### Signal metal coverage by tile

14 x 14 tiles, from dark blue (low) to red (high), scaled to the fullest tile. Values are wire area over tile area, all layers added.
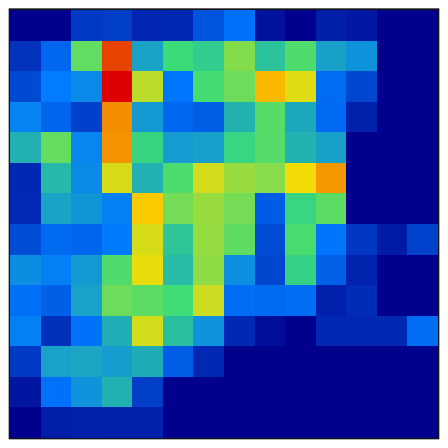
### Metal 2

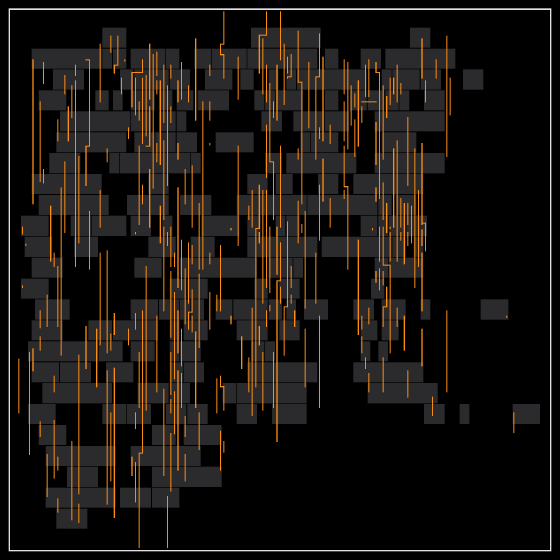
### Routing congestion

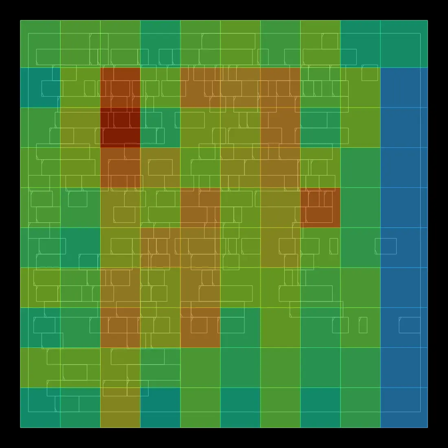
### M1 wires

Scale bar: 20 µm. Supply wires on this layer in gray.
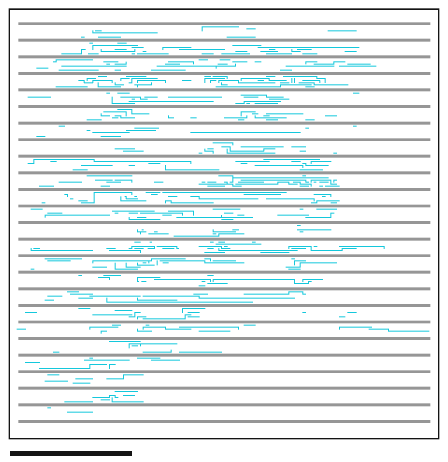
$ cat src/rtl/ps2_keyboard_tx.sv
// PS/2 device-side key event transmitter: make / F0-break scancode frames.
// Define PS2TX_EXT_EN to send an E0 prefix frame for extended keys.
module ps2_keyboard_tx #(
  parameter int CLK_DIV    = 8,
  parameter int GAP_CYCLES = 16
) (
  input  logic       clk,
  input  logic       rst,
  input  logic       key_valid,
  input  logic [7:0] key_code,
  input  logic       key_break,
  input  logic       key_ext,
  output logic       key_ready,
  output logic       tx_done,
  output logic       ps2_clk,
  output logic       ps2_data
);

`ifdef PS2TX_EXT_EN
  localparam bit EXT_EN = 1'b1;
`else
  localparam bit EXT_EN = 1'b0;
`endif

  localparam int HW = $clog2(CLK_DIV);
  localparam int GW = $clog2(GAP_CYCLES) + 1;
  localparam logic [HW-1:0] HALF_LAST = HW'(CLK_DIV - 1);
  localparam logic [GW-1:0] GAP_LAST  = GW'(GAP_CYCLES - 1);

  typedef enum logic [1:0] {
    IDLE,
    SEND_E0,
    SEND_F0,
    SEND_CODE
  } state_t;

  state_t r_state;
  state_t w_next;
  state_t w_first;

  logic [7:0]    r_code;
  logic          r_break;
  logic [3:0]    r_bit;
  logic [HW-1:0] r_half;
  logic          r_phase;
  logic          r_gap_on;
  logic [GW-1:0] r_gap;

  logic          w_accept;
  logic          w_half_end;
  logic          w_gap_end;
  logic [7:0]    w_byte;
  logic [10:0]   w_frame;

  assign w_half_end = (r_half == HALF_LAST);
  assign w_gap_end  = r_gap_on && (r_gap == GAP_LAST);
  assign w_accept   = key_valid && key_ready;

  // First byte of an event; skipped prefixes fall through immediately
  always_comb begin
    w_first = SEND_CODE;
    if (EXT_EN && key_ext)
      w_first = SEND_E0;
    else if (key_break)
      w_first = SEND_F0;
  end

  always_ff @(posedge clk or posedge rst) begin
    if (rst)
      r_state <= IDLE;
    else
      r_state <= w_next;
  end

  always_comb begin
    w_next = r_state;
    unique case (r_state)
      IDLE: begin
        if (key_valid)
          w_next = w_first;
      end
      SEND_E0: begin
        if (w_gap_end)
          w_next = r_break ? SEND_F0 : SEND_CODE;
      end
      SEND_F0: begin
        if (w_gap_end)
          w_next = SEND_CODE;
      end
      SEND_CODE: begin
        if (w_gap_end)
          w_next = key_valid ? w_first : IDLE;
      end
      default: w_next = IDLE;
    endcase
  end

  always_ff @(posedge clk or posedge rst) begin
    if (rst) begin
      r_code  <= '0;
      r_break <= 1'b0;
    end else if (w_accept) begin
      r_code  <= key_code;
      r_break <= key_break;
    end
  end

  // Bit timing: high half, low half, then 11 bits, then the idle gap
  always_ff @(posedge clk or posedge rst) begin
    if (rst) begin
      r_bit    <= '0;
      r_half   <= '0;
      r_phase  <= 1'b0;
      r_gap_on <= 1'b0;
      r_gap    <= '0;
    end else if (w_accept || r_state == IDLE || w_gap_end) begin
      r_bit    <= '0;
      r_half   <= '0;
      r_phase  <= 1'b0;
      r_gap_on <= 1'b0;
      r_gap    <= '0;
    end else if (r_gap_on) begin
      r_gap <= r_gap + 1'b1;
    end else if (w_half_end) begin
      r_half <= '0;
      if (!r_phase) begin
        r_phase <= 1'b1;
      end else begin
        r_phase <= 1'b0;
        if (r_bit == 4'd10)
          r_gap_on <= 1'b1;
        else
          r_bit <= r_bit + 4'd1;
      end
    end else begin
      r_half <= r_half + 1'b1;
    end
  end

  always_comb begin
    w_byte    = r_code;
    key_ready = 1'b0;
    tx_done   = 1'b0;
    ps2_clk   = 1'b1;
    ps2_data  = 1'b1;
    unique case (r_state)
      SEND_E0: w_byte = 8'hE0;
      SEND_F0: w_byte = 8'hF0;
      default: w_byte = r_code;
    endcase
    w_frame = {1'b1, ~^w_byte, w_byte, 1'b0};
    if (r_state == IDLE) begin
      key_ready = 1'b1;
    end else if (!r_gap_on) begin
      ps2_clk  = ~r_phase;
      ps2_data = w_frame[r_bit];
    end
    if (r_state == SEND_CODE && w_gap_end) begin
      tx_done   = 1'b1;
      key_ready = 1'b1;
    end
  end

endmodule

$ cat config.mk
export PLATFORM = sky130hd
export DESIGN_NAME = ps2_keyboard_tx
export DESIGN_NICKNAME = d
export VERILOG_FILES = /design/src/rtl/ps2_keyboard_tx.sv
export SDC_FILE = /design/constraint.sdc
export NUM_CORES = 1
export LEC_CHECK = 0
export CAP_MARGIN = 25
export CORE_MARGIN = 1
export CORE_UTILIZATION = 32
export CTS_CLUSTER_SIZE = 12
export DETAILED_ROUTE_END_ITERATION = 8
export PLACE_DENSITY = 0.56
export SKIP_CTS_REPAIR_TIMING = 1
export SKIP_LAST_GASP = 1
export SYNTH_ARGS = -nofsm -noshare
export SYNTH_HDL_FRONTEND = slang
export SYNTH_SLANG_ARGS = --single-unit
$ cat constraint.sdc
create_clock -name clk -period 2.3 [get_ports clk]
set_input_delay 0.46 -clock clk [delete_from_list [all_inputs] [get_ports clk]]
set_output_delay 0.46 -clock clk [all_outputs]
set_load 0.01 [all_outputs]
==> flow_summary.toml <==
# implementation run metrics
[sta]
worst_slack_ns = -0.430
setup_viol = 1
hold_viol = 0

[setup_path]
r2r-start = "r_gap[1]$_DFFE_PP0P_"
crit_path_max_incr_delay_ns = 0.36
path_max_fanout = 2

[final_layout]
comb_area_share_pct = 44.6
syn_to_final_growth_pct = 30.6
design_area_um2 = 1950
antenna-diode-count = 0

[synth]
largest_area_cell = "dfrtp_1"
synthesis.area_um2 = 1490
ys_seq_share_pct = 42.0

[power]
seq_cell_power_uw = 439
p_switching_uw = 156

[run_status]
violations = "setup timing"
status = "finished, violations left"

[floorplan]
core_area_um2 = 4410
io_pins = 17

[routing]
ant_nets = 0
wl_met2_mm = 1.62

[global_routing]
grt_max_degree = 26

[place]
placed_area_um2 = 1830

[clock_tree]
cts_tree = "built"
About 'Signal metal coverage by tile':
nearly empty tiles = 26%
mean over tiles = 0.097
tiles over half the peak = 20%
GRT Total Usage: 13.8%
DR vias: 1172
Routed wire per std cell: 13.6 µm
total routed wirelength: 3.14 mm

About 'Metal 2':
main direction = vertical
wire length on this layer = 1620 µm
nets with wire on the layer = 174
GR Util met2: 23.9%

About 'Routing congestion':
GR met1 Demand/Resource: 17.6%
gr busiest metal: met2

About 'M1 wires':
share of all routed wire = 44%
wire length on this layer = 1400 µm

